<file path="config.mk">
export PLATFORM = sky130hd
export DESIGN_NAME = fetch_unit
export DESIGN_NICKNAME = d
export VERILOG_FILES = /design/src/rtl/fetch_unit.sv
export SDC_FILE = /design/constraint.sdc
export NUM_CORES = 1
export LEC_CHECK = 0
export CELL_PAD_IN_SITES_DETAIL_PLACEMENT = 0
export CELL_PAD_IN_SITES_GLOBAL_PLACEMENT = 1
export CORE_UTILIZATION = 32
export DETAILED_ROUTE_END_ITERATION = 16
export HOLD_SLACK_MARGIN = 0.05
export PLACE_DENSITY_LB_ADDON = 0.15
export SLEW_MARGIN = 20
export SYNTH_ARGS = -nofsm -noshare
export SYNTH_HDL_FRONTEND = slang
export SYNTH_SLANG_ARGS = --single-unit
</file>
<file path="constraint.sdc">
create_clock -name clk -period 2.2 [get_ports clk]
set_clock_uncertainty 0.15 [all_clocks]
set_input_delay 0.55 -clock clk [delete_from_list [all_inputs] [get_ports clk]]
set_output_delay 0.55 -clock clk [all_outputs]
set_load 0.01 [all_outputs]
</file>
<file path="src/rtl/fetch_unit.sv">
// Instruction-fetch stage: owns the PC, drives imem, registers IF/ID and
// redirects on a taken leap from execute, ignoring leap for a shadow window.
module fetch_unit #(
    parameter logic [31:0] RESET_PC  = 32'h0000_0000,
    parameter logic [31:0] NOP_INSTR = 32'h5400_0000,
    parameter int          SHADOW    = 1
) (
    input  logic        clk,
    input  logic        reset,
    input  logic        stall,
    input  logic        leap,
    input  logic [31:0] leapAddr,
    output logic [31:0] instAddr,
    input  logic [31:0] instIn,
    output logic [31:0] instr_id,
    output logic [31:0] nextPC_id,
    output logic        valid_id,
    output logic        flush_ex,
    output logic        align_err
);

    // state       | meaning
    // RUN         | normal fetch, leap is honoured
    // SHADOW_WAIT | post-redirect window, leap ignored for SHADOW advancing cycles
    typedef enum logic {
        RUN,
        SHADOW_WAIT
    } state_t;

    localparam logic [1:0] SHADOW_INIT = 2'(SHADOW);

    state_t      state;
    logic [1:0]  shadow_cnt;
    logic [31:0] pc;
    logic [31:0] pc_plus4;
    logic        take;

    assign take     = leap && (state == RUN);
    assign flush_ex = take;
    assign instAddr = pc;
    assign pc_plus4 = pc + 32'd4;

    always_ff @(posedge clk) begin
        if (reset) begin
            pc         <= RESET_PC;
            instr_id   <= NOP_INSTR;
            nextPC_id  <= 32'h0;
            valid_id   <= 1'b0;
            align_err  <= 1'b0;
            state      <= RUN;
            shadow_cnt <= 2'd0;
        end else if (take) begin
            // Low two address bits (bits 30:31 in MSB-first numbering) are dropped.
            pc        <= {leapAddr[31:2], 2'b00};
            instr_id  <= NOP_INSTR;
            nextPC_id <= 32'h0;
            valid_id  <= 1'b0;
            if (leapAddr[1:0] != 2'b00) begin
                align_err <= 1'b1;
            end
            if (SHADOW > 0) begin
                state      <= SHADOW_WAIT;
                shadow_cnt <= SHADOW_INIT;
            end
        end else if (!stall) begin
            pc        <= pc_plus4;
            instr_id  <= instIn;
            nextPC_id <= pc_plus4;
            valid_id  <= 1'b1;
            if (state == SHADOW_WAIT) begin
                if (shadow_cnt <= 2'd1) begin
                    state      <= RUN;
                    shadow_cnt <= 2'd0;
                end else begin
                    shadow_cnt <= shadow_cnt - 2'd1;
                end
            end
        end
    end

endmodule

</file>
Figure 1. Signal wires on met1.
Supply wires on this layer in grey.
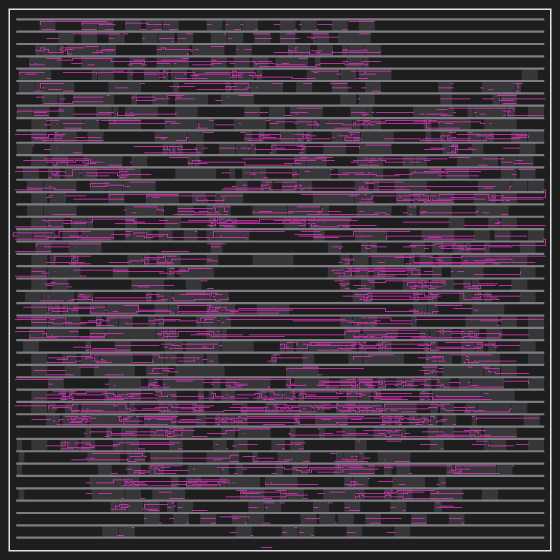
wire length on this layer: 5900 microns
nets with wire on the layer: 640
share of all routed wire: 47%
main direction: horizontal
met1 usage in global routing: 0.232
wire length after detailed routing: 12600 microns
via count of the routed design: 4066

Figure 2. Congestion heat map.
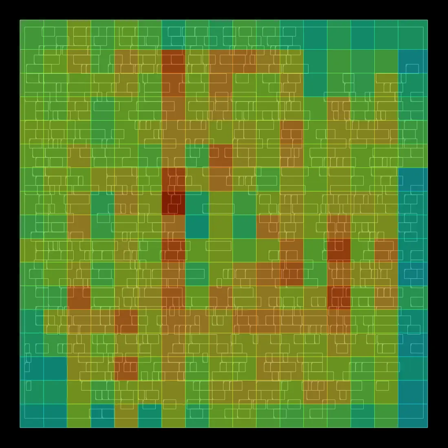
met3 Resource Use GR: 0.0656
routing usage on met2: 0.290

Figure 3. Sequential cells grouped by signal name.
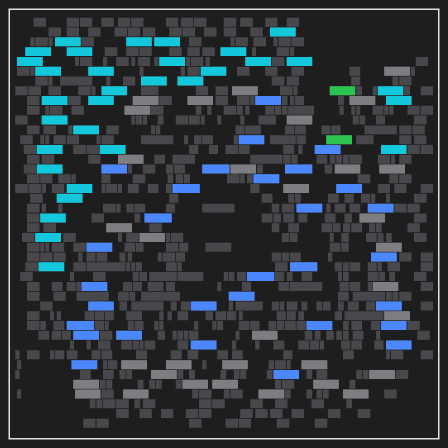
[cyan] instr_id | flops: 32
[green] shadow_cnt | flops: 2
[blue] instAddr | flops: 30
storage element area: 1950 sq um
utilization of the core after routing: 0.505

==> run summary <==
Results of the run.

The run finished with clean final reports. The combinational gate area is 2260 sq um. The power report lists cell-internal power as 3.50 mW. Adding up every negative setup slack in the final design gives 0 ns.

The switching share of total power is 0.239. The clock sink count is 97. The final timing report lists a max-slew violation count of 0. The number of synthesized flops with an enable pin is 0. STA classifies the critical path endpoint as a primary output. The final weighted congestion recorded by global placement is slightly above 0.8. Entering global routing, the biggest net connects 59 pins. In the layout the tool counted multi-input logic cells amounting to 355. Summed over all sequential cells, the power is 1.96 mW. The count of buffers not belonging to the clock network in the layout is roughly 190. The category of the most critical setup path is reg2out. Per the post-synthesis stats, the area per cell is 8.87 sq um.

The final net count is 730. The non-clock buffer contribution to total cell area is 0.284. The met3 routed wirelength is 826 microns.

The setup slack of the most critical reg-to-reg path is 0.15 ns. The share of total power dissipated in the clock network is 0.408. The final clock period utilization by the worst path is 0.970. The sink of the worst hold path is align_err. Power spread over the standard cell area amounts to 684 nW/um^2. The count of inserted antenna diode cells is 0. The most frequently used cell type in the post-synthesis netlist is sky130_fd_sc_hd__dfxtp_1. The sequential-to-total area share from yosys stat is 0.443. In this run, post-CTS repair resized a total of 4 instances.

The final standard cell area without fillers is 6720 sq um. The maximum buffer depth of the clock tree is 2. The endpoint of the worst register-to-register path is instAddr[22]. Looking at the critical path, the single cell with the biggest stage delay is sky130_fd_sc_hd__clkdlybuf4s50_1. The number of non-clock inverters is 4. Of all power groups, the one with the highest power is registers. At the floorplan stage, the core utilization is reported as 0.330.

The total global-route track usage is 0.181. The net switching power is 1.10 mW. The global router reports that the layer with the highest usage is met2. The cell sitting at the root of the clock tree is a sky130_fd_sc_hd__clkbuf_16. Global routing finished with a remaining overflow of 0. The static power due to leakage is 2.51 nW. The length of routed wiring on met1 is 5900 microns.

After clock tree synthesis, the flow added hold-fix buffers numbering 0. The layout has 12 clock buffers. The die is 119 microns tall. Per the finish-stage timing summary, setup violations number 0.

The post-placement cell area is 6340 sq um. Along the worst path, the maximum fanout reaches 5. For this run, design rule violations remaining after detail routing come to 0.

The inserted tap cell count is 176. The overall power of the completed layout is ~4.6 mW. The startpoint of the tightest hold check path is align_err. The clock network consumes a total of 1.87 mW. The final hold violation count is 0. The slew of the pin with the lowest slew margin is 0.607 ns.

Of the post-synthesis cell area, the part taken by muxes is 0.0800. The logic depth of the worst register-to-register path is 7. The type of the worst min-delay path is reg2reg. The main area contributors are sky130_fd_sc_hd__dfxtp_1 (44%), sky130_fd_sc_hd__xor2_1 (8.2%), sky130_fd_sc_hd__mux2i_1 (8.0%). From left edge to right edge, the die measures approximately 120 microns.

For reference, the top cells by count after synthesis are sky130_fd_sc_hd__dfxtp_1 (97), sky130_fd_sc_hd__nor2_1 (72), sky130_fd_sc_hd__xor2_1 (41), sky130_fd_sc_hd__mux2i_1 (35), sky130_fd_sc_hd__a21oi_1 (34). The number of iterations in the first detailed-routing pass is 4. The clock tree synthesis step divided the H-tree into 3 levels. The clock reaches the later pin of the worst-skew pair after 0.34 ns. The worst hold path passes through 2 cells.

Across the VDD grid, the largest voltage drop is a little over 0.0005 V.
Figure 4. Met2 routing.
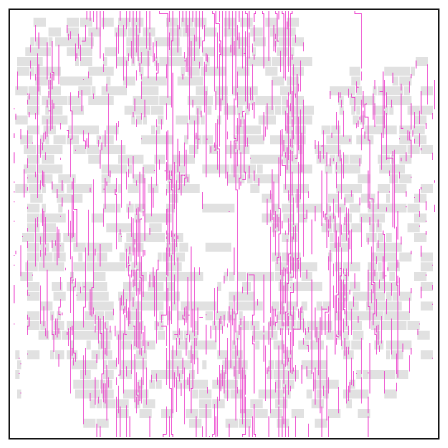
wire length on this layer: 5780 microns
nets with wire on the layer: 611
main direction: vertical
share of all routed wire: 46%
longest straight run: 46.4 microns

Figure 5. I/O nets highlighted.
The bar under the picture is 20 microns long.
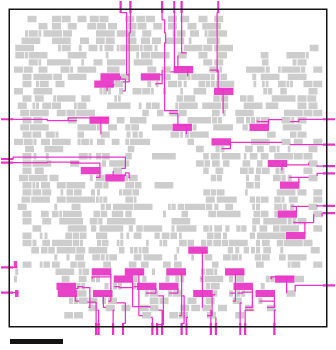
[magenta] nextPC_id | bits: 32 | direction: output | edge: 14 south, 7 east, 6 north, 5 west | end cells: 32 | buffers: 30 | wire: 855 microns
port buffer count: 162
number of top-level pins: 167

cells in the final DEF, fill, tap and decap left out, types with 4 or more instances in the layout:
cell type	Yosys	routed
sky130_fd_sc_hd__nand2_1	28	28
sky130_fd_sc_hd__buf_12	0	4
sky130_fd_sc_hd__and4_1	4	4
sky130_fd_sc_hd__nand3_1	17	17
sky130_fd_sc_hd__clkbuf_16	0	9
sky130_fd_sc_hd__a21oi_1	34	34
sky130_fd_sc_hd__dfxtp_2	0	7
sky130_fd_sc_hd__conb_1	1	4
sky130_fd_sc_hd__o21ai_0	28	28
sky130_fd_sc_hd__nor2_1	72	72
sky130_fd_sc_hd__xor2_1	41	41
sky130_fd_sc_hd__mux2i_1	35	35
sky130_fd_sc_hd__clkdlybuf4s50_1	0	160
sky130_fd_sc_hd__a311oi_1	4	4
sky130_fd_sc_hd__and3_1	5	5
sky130_fd_sc_hd__buf_4	4	28
sky130_fd_sc_hd__nor3_1	5	5
sky130_fd_sc_hd__nand4_1	16	16
sky130_fd_sc_hd__xnor2_1	10	10
sky130_fd_sc_hd__a211oi_1	24	24
sky130_fd_sc_hd__dfxtp_1	97	90
stage by stage:
stage | worst slack [ns] | std cells
2_1_floorplan | 0.147 | 497
3_3_place_gp | -0.201 | 826
3_5_place_dp | -0.193 | 826
4_1_cts | 0.00104 | 842
5_1_grt | 0.000111 | 842
6_report | 0.0661 | 842
kinds of logic after synthesis:
kind of cell	count (synthesis)
DFF	97
and+or+nand+nor	171
buffers and inverters	45
xor gates and xnor gates	51
AOI/OAI and AO/OA	93
other	1
adders and majority gates	1
muxes	35
worst max-delay path, delay by kind of cell (launching register included):
kind	cells	cell delay, ns
buffers and inverters	2	0.70
flip-flops	1	0.39
Power and IR drop assume default switching activity.
